===== src/rtl/clock_counter_pkg.sv =====
// Shared types and constants for the clock counter arbiter.
// Master-port addresses, data width and arbiter FSM states.
package clock_counter_pkg;

  localparam int   CC_DATA_W  = 32;
  localparam logic CC_ADDR_LO = 1'b0;
  localparam logic CC_ADDR_HI = 1'b1;

  typedef enum logic [2:0] {
    IDLE,
    RD_LO,
    RD_HI,
    RD_DONE,
    WR
  } cc_arb_state_t;

endpackage


===== src/rtl/rr_arbiter.sv =====
// Round-robin arbiter with an internal last-grant pointer.
// Ports: clock, reset, req[N], advance in; one-hot grant[N] out.
module rr_arbiter #(
  parameter int N = 4
) (
  input  logic         clock,
  input  logic         reset,
  input  logic [N-1:0] req,
  input  logic         advance,
  output logic [N-1:0] grant
);

  localparam int IW = $clog2(N);

  logic [IW-1:0] last;
  logic [IW-1:0] pick;
  logic [IW-1:0] idx;
  logic          found;

  // Scan from the port after last, wrapping, first hit wins.
  always_comb begin
    grant = '0;
    pick  = last;
    idx   = '0;
    found = 1'b0;
    for (int k = 1; k <= N; k++) begin
      idx = IW'((int'(last) + k) % N);
      if (!found && req[idx]) begin
        found      = 1'b1;
        pick       = idx;
        grant[idx] = 1'b1;
      end
    end
  end

  always_ff @(posedge clock or posedge reset) begin
    if (reset) begin
      last <= IW'(N - 1);
    end else if (advance && found) begin
      last <= pick;
    end
  end

endmodule


===== src/rtl/clock_counter_arbiter.sv =====
// Shares one 64-bit clock counter CSR among NUM_PORTS cores.
// Ports: per-core Avalon slaves s_*, one Avalon master m_* to the CSR.
module clock_counter_arbiter
  import clock_counter_pkg::*;
#(
  parameter int NUM_PORTS = 4
) (
  input  logic                                clock,
  input  logic                                reset,
  input  logic [NUM_PORTS-1:0]                s_read,
  input  logic [NUM_PORTS-1:0]                s_write,
  input  logic [NUM_PORTS-1:0]                s_address,
  input  logic [NUM_PORTS-1:0][CC_DATA_W-1:0] s_writedata,
  output logic [NUM_PORTS-1:0][CC_DATA_W-1:0] s_readdata,
  output logic [NUM_PORTS-1:0]                s_waitrequest,
  output logic                                m_read,
  output logic                                m_write,
  output logic                                m_address,
  output logic [CC_DATA_W-1:0]                m_writedata,
  input  logic [CC_DATA_W-1:0]                m_readdata
);

  localparam int IW = $clog2(NUM_PORTS);

  cc_arb_state_t state;
  cc_arb_state_t state_n;

  logic [NUM_PORTS-1:0] req;
  logic [NUM_PORTS-1:0] mreq;
  logic [NUM_PORTS-1:0] hreq;
  logic [NUM_PORTS-1:0] grant;
  logic [NUM_PORTS-1:0] ack;
  logic [IW-1:0]        gidx;
  logic [IW-1:0]        gsel;
  logic [CC_DATA_W-1:0] lo_buf;

  logic [NUM_PORTS-1:0][CC_DATA_W-1:0] snap;
  logic [NUM_PORTS-1:0][CC_DATA_W-1:0] rdata;

  // Write wins over read; high-word reads never touch the master.
  assign req  = s_read | s_write;
  assign mreq = s_write | (s_read & ~s_address);
  assign hreq = s_read & ~s_write & s_address;

  assign s_waitrequest = req & ~ack;

  rr_arbiter #(
    .N(NUM_PORTS)
  ) u_rr (
    .clock  (clock),
    .reset  (reset),
    .req    (mreq),
    .advance(state == IDLE),
    .grant  (grant)
  );

  always_comb begin
    gidx = '0;
    for (int i = 0; i < NUM_PORTS; i++) begin
      if (grant[i]) gidx = IW'(i);
    end
  end

  always_comb begin
    state_n     = state;
    m_read      = 1'b0;
    m_write     = 1'b0;
    m_address   = CC_ADDR_LO;
    m_writedata = '0;
    unique case (state)
      IDLE: begin
        if (|mreq) state_n = s_write[gidx] ? WR : RD_LO;
      end
      RD_LO: begin
        m_read  = 1'b1;
        state_n = RD_HI;
      end
      RD_HI: begin
        m_read    = 1'b1;
        m_address = CC_ADDR_HI;
        state_n   = RD_DONE;
      end
      RD_DONE: begin
        state_n = IDLE;
      end
      WR: begin
        m_write     = 1'b1;
        m_address   = s_address[gsel];
        m_writedata = s_writedata[gsel];
        state_n     = IDLE;
      end
      default: begin
        state_n = IDLE;
      end
    endcase
  end

  // The low word is only presented during RD_DONE.
  always_comb begin
    s_readdata = rdata;
    if (state == RD_DONE) s_readdata[gsel] = lo_buf;
  end

  always_ff @(posedge clock or posedge reset) begin
    if (reset) begin
      state  <= IDLE;
      gsel   <= '0;
      lo_buf <= '0;
      snap   <= '0;
      rdata  <= '0;
      ack    <= '0;
    end else begin
      state <= state_n;
      // Local high-word reads: one wait state, then a one-cycle ack.
      ack <= hreq & ~ack;
      for (int i = 0; i < NUM_PORTS; i++) begin
        if (hreq[i] && !ack[i]) rdata[i] <= snap[i];
      end
      unique case (state)
        IDLE: begin
          if (|mreq) begin
            gsel <= gidx;
            if (s_write[gidx]) ack[gidx] <= 1'b1;
          end
        end
        RD_HI: begin
          lo_buf <= m_readdata;
          // A requester that walked away gets no ack.
          if (mreq[gsel]) ack[gsel] <= 1'b1;
        end
        RD_DONE: begin
          snap[gsel] <= m_readdata;
        end
        default: begin
        end
      endcase
    end
  end

endmodule


===== config.mk =====
export PLATFORM = sky130hd
export DESIGN_NAME = clock_counter_arbiter
export DESIGN_NICKNAME = d
export VERILOG_FILES = /design/src/rtl/clock_counter_pkg.sv /design/src/rtl/rr_arbiter.sv /design/src/rtl/clock_counter_arbiter.sv
export SDC_FILE = /design/constraint.sdc
export NUM_CORES = 1
export LEC_CHECK = 0
export ABC_CLOCK_PERIOD_IN_PS = 20700
export CELL_PAD_IN_SITES_DETAIL_PLACEMENT = 1
export CELL_PAD_IN_SITES_GLOBAL_PLACEMENT = 1
export CORE_MARGIN = 3
export CORE_UTILIZATION = 44
export CTS_CLUSTER_SIZE = 40
export DETAILED_ROUTE_END_ITERATION = 8
export PLACE_DENSITY_LB_ADDON = 0.1
export SETUP_SLACK_MARGIN = 0.1
export SLEW_MARGIN = 10
export SYNTH_ARGS = -nofsm -noshare
export SYNTH_HDL_FRONTEND = slang
export SYNTH_SLANG_ARGS = --single-unit

===== constraint.sdc =====
create_clock -name clock -period 20.7 [get_ports clock]
set_clock_uncertainty 0.2 [all_clocks]
set_input_delay 4.14 -clock clock [delete_from_list [all_inputs] [get_ports clock]]
set_output_delay 4.14 -clock clock [all_outputs]
set_load 0.02 [all_outputs]

==> run_1/drive_strength.png <==
Scale: 2 px per um.
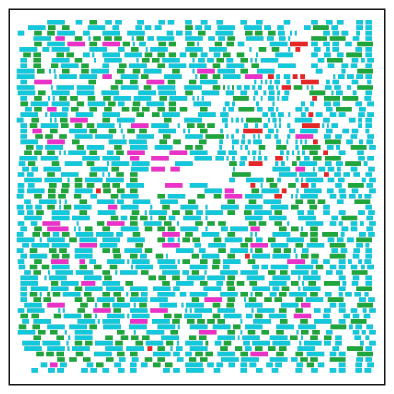
- drive 2: green (cells 435; share 31%)
- drive 1 or less: cyan (cells 900; share 64%)
- drive 3 to 4: red (cells 23; share 1.6%)
- drive 6 and up: magenta (cells 47; share 3.3%)
cell area after layout: 19340 um^2
worst-case setup margin in the final layout: 10.56 ns
Area Overhead vs Synth: 34.18%
number of signal-net buffers in the layout: 353

==> run_1/met2.png <==
Scale: 1.5 px per um. Cells faint in the background.
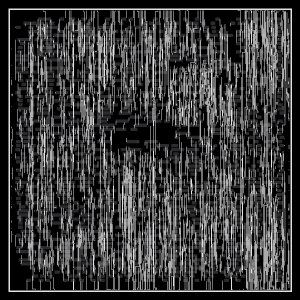
- wire length on this layer: 23.3 mm
- share of all routed wire: 53%
- main direction: vertical
Total Routed Length: 44020 um
Vias: 10020
met2 usage: 45.97%

==> flow_metrics.env, run 1 <==
# yosys + openroad results
export IMPL_pin_count=341
export IMPL_post_route_period_util_pct=48.99
export IMPL_post_synth_instance_area_um2=14410
export IMPL_place_ws_ns=10.56
export IMPL_clock_sinks=299
export IMPL_critical_path_slowest_cell="clkdlybuf4s50_1"
export IMPL_report_final_setup_viol=0
export IMPL_top_cell="mux2_2"
export IMPL_layout_cells_most_common_list="384 x mux2_2, 340 x clkdlybuf4s50_1, 296 x dfrtp_1"
export IMPL_powerDensity_nw_per_um2=159.2
export IMPL_crit_buf_inv=2
export IMPL_n_fill_cell=3147
export IMPL_number_of_warning_messages_in_the_logs=35
export IMPL_setup_worst_path_class="input pin to output port"
export IMPL_late_pin_clk_latency_ns=0.56
export IMPL_core_ar_um2=31880
export IMPL_power_total_uw=3079
export IMPL_drtPass1Iterations=7
export IMPL_yosys_stat_seqShare_pct=51.93
export IMPL_post_synth_top_area_cell="dfrtp_1"
export IMPL_synth_cells_yosys=1062
export IMPL_yosys_warnings=0
export IMPL_vias_per_cell=5.424
export IMPL_pin_count_of_the_biggest_net_entering_global_routing=167
export IMPL_cts_reportedPaths_clkPinSlew_ns=0.06
export IMPL_gr_usage_all_layers_pct=24.80
export IMPL_status="finished, final reports clean"
export IMPL_xor_share_pct=0.1215
export IMPL_fin_setup_tns_ns=0
export IMPL_mappedNetlistNets=1242
export IMPL_yosys_stat_area_um2=14410
export IMPL_tritoncts_num_buffers=31
export IMPL_fmax_mhz=98.61
==> run_1/gate_families.png <==
Scale: 2 px per um.
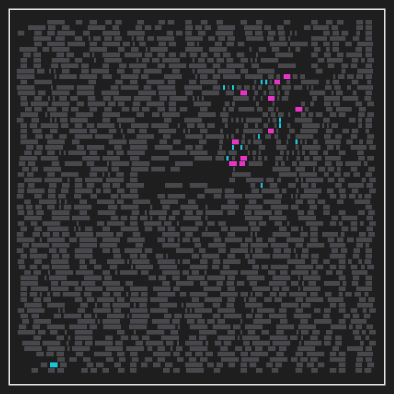
- AND-OR and OR-AND gates: magenta (cells 10)
- inverters: cyan (cells 13; most used inv_1)
combinational fraction of the cell area: 34.57%
final standard cell count with taps included and fillers excluded: 1848
dominant logic cell type in the layout: mux2_2

==> run_1/final_congestion.png <==
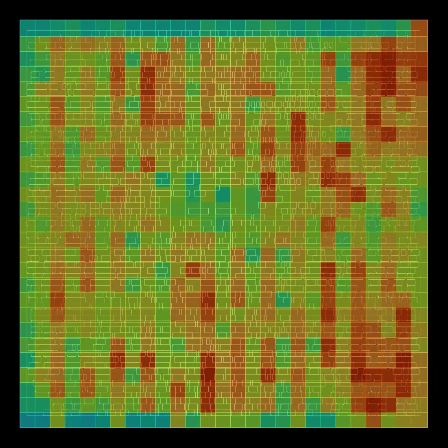
post-DR wirelength/cell: 23.82 um
global route hottest layer: met2

-- run 1: per-layer routing --
layer,track usage [%],vias up,wire length (um)
li1,-,4460,-
met1,29.00,5221,17380
met2,45.97,285,23270
met3,5.603,54,2473
met4,6.368,4,865
met5,0,-,27
-- run 1: registers in the layout (all words and copies together), names as in the netlist --
name,count
gsel,2
u_rr.last,2
lo_buf,32
state,3
snap,128
ack,4
rdata,128
-- run 1: kinds of logic after synthesis --
kind of cell,Yosys count
xor+xnor,2
simple gates,211
flops,299
buf+inv,79
fa+ha+maj,6
mux,421
compound gates,44
-- run 1: final cells by class --
type,count,area [um^2],share of cell area [%]
clock buffers,50,957.2,4.950
repair buffers,353,3513,18.17
flip-flops and latches,299,7486,38.71
multi-input cells,684,6685,34.57
diodes,8,20.02,0.1035
inverters,13,56.30,0.2911
well taps,435,544.3,2.814
clock inverters,6,76.32,0.3947
-- run 1: final timing paths --
kind                         startpoint        end  slack (ns)  cells past startpoint
setup / recovery           s_address[1]  m_address       10.56                      5
hold / removal                 snap[17]  rdata[17]        0.29                      1
setup reg to reg           u_rr.last[0]   state[0]       17.09                      8
hold reg to reg                snap[17]  rdata[17]        0.29                      1
max in group asynchronous         reset    gsel[0]       14.86                      3
min in group asynchronous         reset  rdata[96]        3.90                      2
-- run 1: power breakdown --
| part | internal [uW] | total [uW] | leakage [uW] | switching (uW) |
|---|---|---|---|---|
| clock network | 328 | 554 | 0.000507 | 226 |
| registers | 880 | 1070 | 0.00361 | 186 |
| logic | 766 | 1460 | 0.00389 | 692 |
-- run 1: worst register-to-register path: stages, from the launching register on --
cell and delay, ns:
dfstp_2 0.69, inv_2 0.20, ha_1 0.60, mux4_2 0.63, o311a_1 0.32, o32a_2 0.26
mux2i_1 0.17, a221oi_2 0.29, o21ai_1 0.08
==> run_1/met3.png <==
Scale: 1.5 px per um.
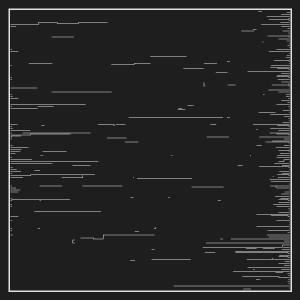

==> run 2, diff against run 1 <==
Settings changed: ABC_CLOCK_PERIOD_IN_PS 20700 to 9940, CORE_UTILIZATION 44 to 41.
Clock period 20.7 ns to 9.94 ns, I/O delays scaled along.
==> run_2/met3.png <==
Scale: 1.5 px per um.
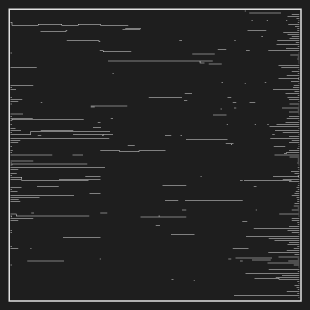
- nets with wire on the layer: 226
- share of all routed wire: 5.5%
- longest straight run: 69.5 um
- wire length on this layer: 2460 um
- main direction: horizontal
Total Routed Length: 44850 um
global routing met3 resource utilization: 5.486%
Vias: 10040

==> run_2/final_congestion.png <==
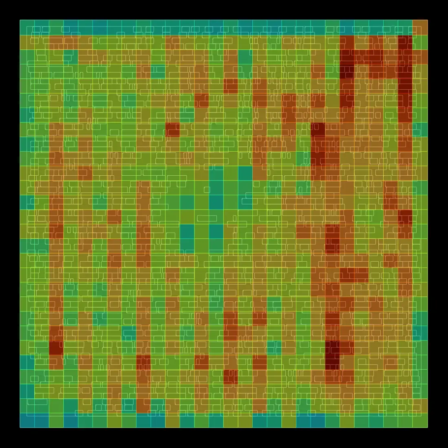
met1 capacity usage during global routing: 28.33%
post-DR wirelength/cell: 23.87 um
met2 usage: 41.69%

==> run 2 against run 1 <==
Compared with the run above: combinational power grew 110%; synthesized cell count is the same; clock-buffer cell count grew 5.
==> flow_metrics.env, run 2 <==
# yosys + openroad results
export IMPL_status="finished, final reports clean"
export IMPL_gr_usage_all_layers_pct=23.75
export IMPL_regToRegSetupSlack_ns=6.31
export IMPL_top_regs="rdata x128, snap x128, lo_buf x32"
export IMPL_fin_setup_tns_ns=0
export IMPL_grt_overflow=0
export IMPL_yosys_warnings=0
export IMPL_powerDensity_nw_per_um2=333.7
export IMPL_pin_count_of_the_biggest_net_entering_global_routing=165
export IMPL_worstReg2RegEnd="state[0]"
export IMPL_vias_per_cell=5.345
export IMPL_tritoncts_num_buffers=35
export IMPL_timing_critical_path_depth=5
export IMPL_top_cell="mux2_2"
export IMPL_post_route_period_util_pct=61.19
export IMPL_cts_reportedPaths_clkPinSlew_ns=0.05
export IMPL_setup_worst_path_class="input pin to output port"
export IMPL_critical_path_slowest_cell="clkdlybuf4s50_1"
export IMPL_fmax_mhz=164.4
export IMPL_mostFrequentLayoutCell="mux2_2"
export IMPL_clock_sinks=299
export IMPL_late_pin_clk_latency_ns=0.51
export IMPL_crit_buf_inv=2
export IMPL_core_ar_um2=34630
export IMPL_post_synth_top_area_cell="dfrtp_1"
export IMPL_number_of_warning_messages_in_the_logs=34
export IMPL_yosys_stat_seqShare_pct=51.93
export IMPL_syn_to_final_growth_pct=35.29
export IMPL_slew_headroom_pct=22.54
export IMPL_grt_first_pass_wirelength_um=69280
export IMPL_worstReg2RegStart="u_rr.last[0]"
export IMPL_worstSetupEndpoint="m_address"
export IMPL_post_synth_instance_area_um2=14410
export IMPL_stdcell_area_um2=19500
export IMPL_pin_count=341
export IMPL_layout_cells_most_common_list="384 x mux2_2, 340 x clkdlybuf4s50_1, 296 x dfrtp_1"
export IMPL_mappedNetlistNets=1242
export IMPL_drtPass1Iterations=4
==> run_2/gate_families.png <==
Scale: 2 px per um.
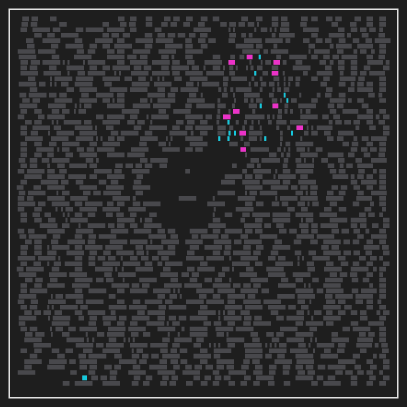
- inverters: cyan (cells 13; most used inv_1)
- AND-OR and OR-AND gates: magenta (cells 10; where top center)
final standard cell count with taps included and fillers excluded: 1879
combinational fraction of the cell area: 34.29%

## run 2: cell counts after synthesis
No cell type changed its count.
## run 2: area by class of cell
type	instances	area, um^2
Timing Repair Buffer	354	3521
Antenna cell	10	25.02
Clock inverter	9	66.31
Fill cell	3460	15130
Inverter	13	52.55
Clock buffer	55	1094
Tap cell	455	569.3
Multi-Input combinational cell	684	6685
Sequential cell	299	7486
## run 2: how the worst min path moves through the flow
stage / to / cells after the start / start / slack (ns)
detailed placement: rdata[28] / 1 / snap[28] / 0.29
global placement: rdata[93] / 1 / snap[93] / 0.28
floorplan: state[1] / 1 / state[2] / 0.27
global route: rdata[56] / 1 / rdata[56] / 0.31
CTS: rdata[28] / 1 / snap[28] / 0.30
finish: rdata[94] / 1 / snap[94] / 0.30
## run 2: routing by layer
metal,part of all wire (%),up-vias,GRT usage (%)
li1,-,4476,-
met1,40,5183,28.33
met2,51,310,41.69
met3,5.5,72,5.486
met4,3.2,2,9.376
met5,0.029,-,0
## run 2: power breakdown
group,internal [uW],switching [uW],total [uW]
combinational,1590,1430,3020
clock,761,511,1270
sequential,1830,378,2210
total,4190,2320,6510
## run 2: logic make-up after synthesis
logic type / synth area share (%)
muxes: 35.70
DFF: 51.93
and+or+nand+nor: 6.928
buffers and inverters: 2.231
AOI/OAI and AO/OA: 2.570
adders and majority gates: 0.5209
xor gates and xnor gates: 0.1216
## run 2: metrics by stage
step,util (%),cells,setup slack (ns)
floorplan,-,1062,3.781
global placement,52.89,1805,3.839
detailed placement,52.89,1805,3.821
CTS,56.24,1869,3.825
global route,56.30,1878,3.678
finish,56.31,1879,3.858
Power is estimated from default activity; no workload was simulated.
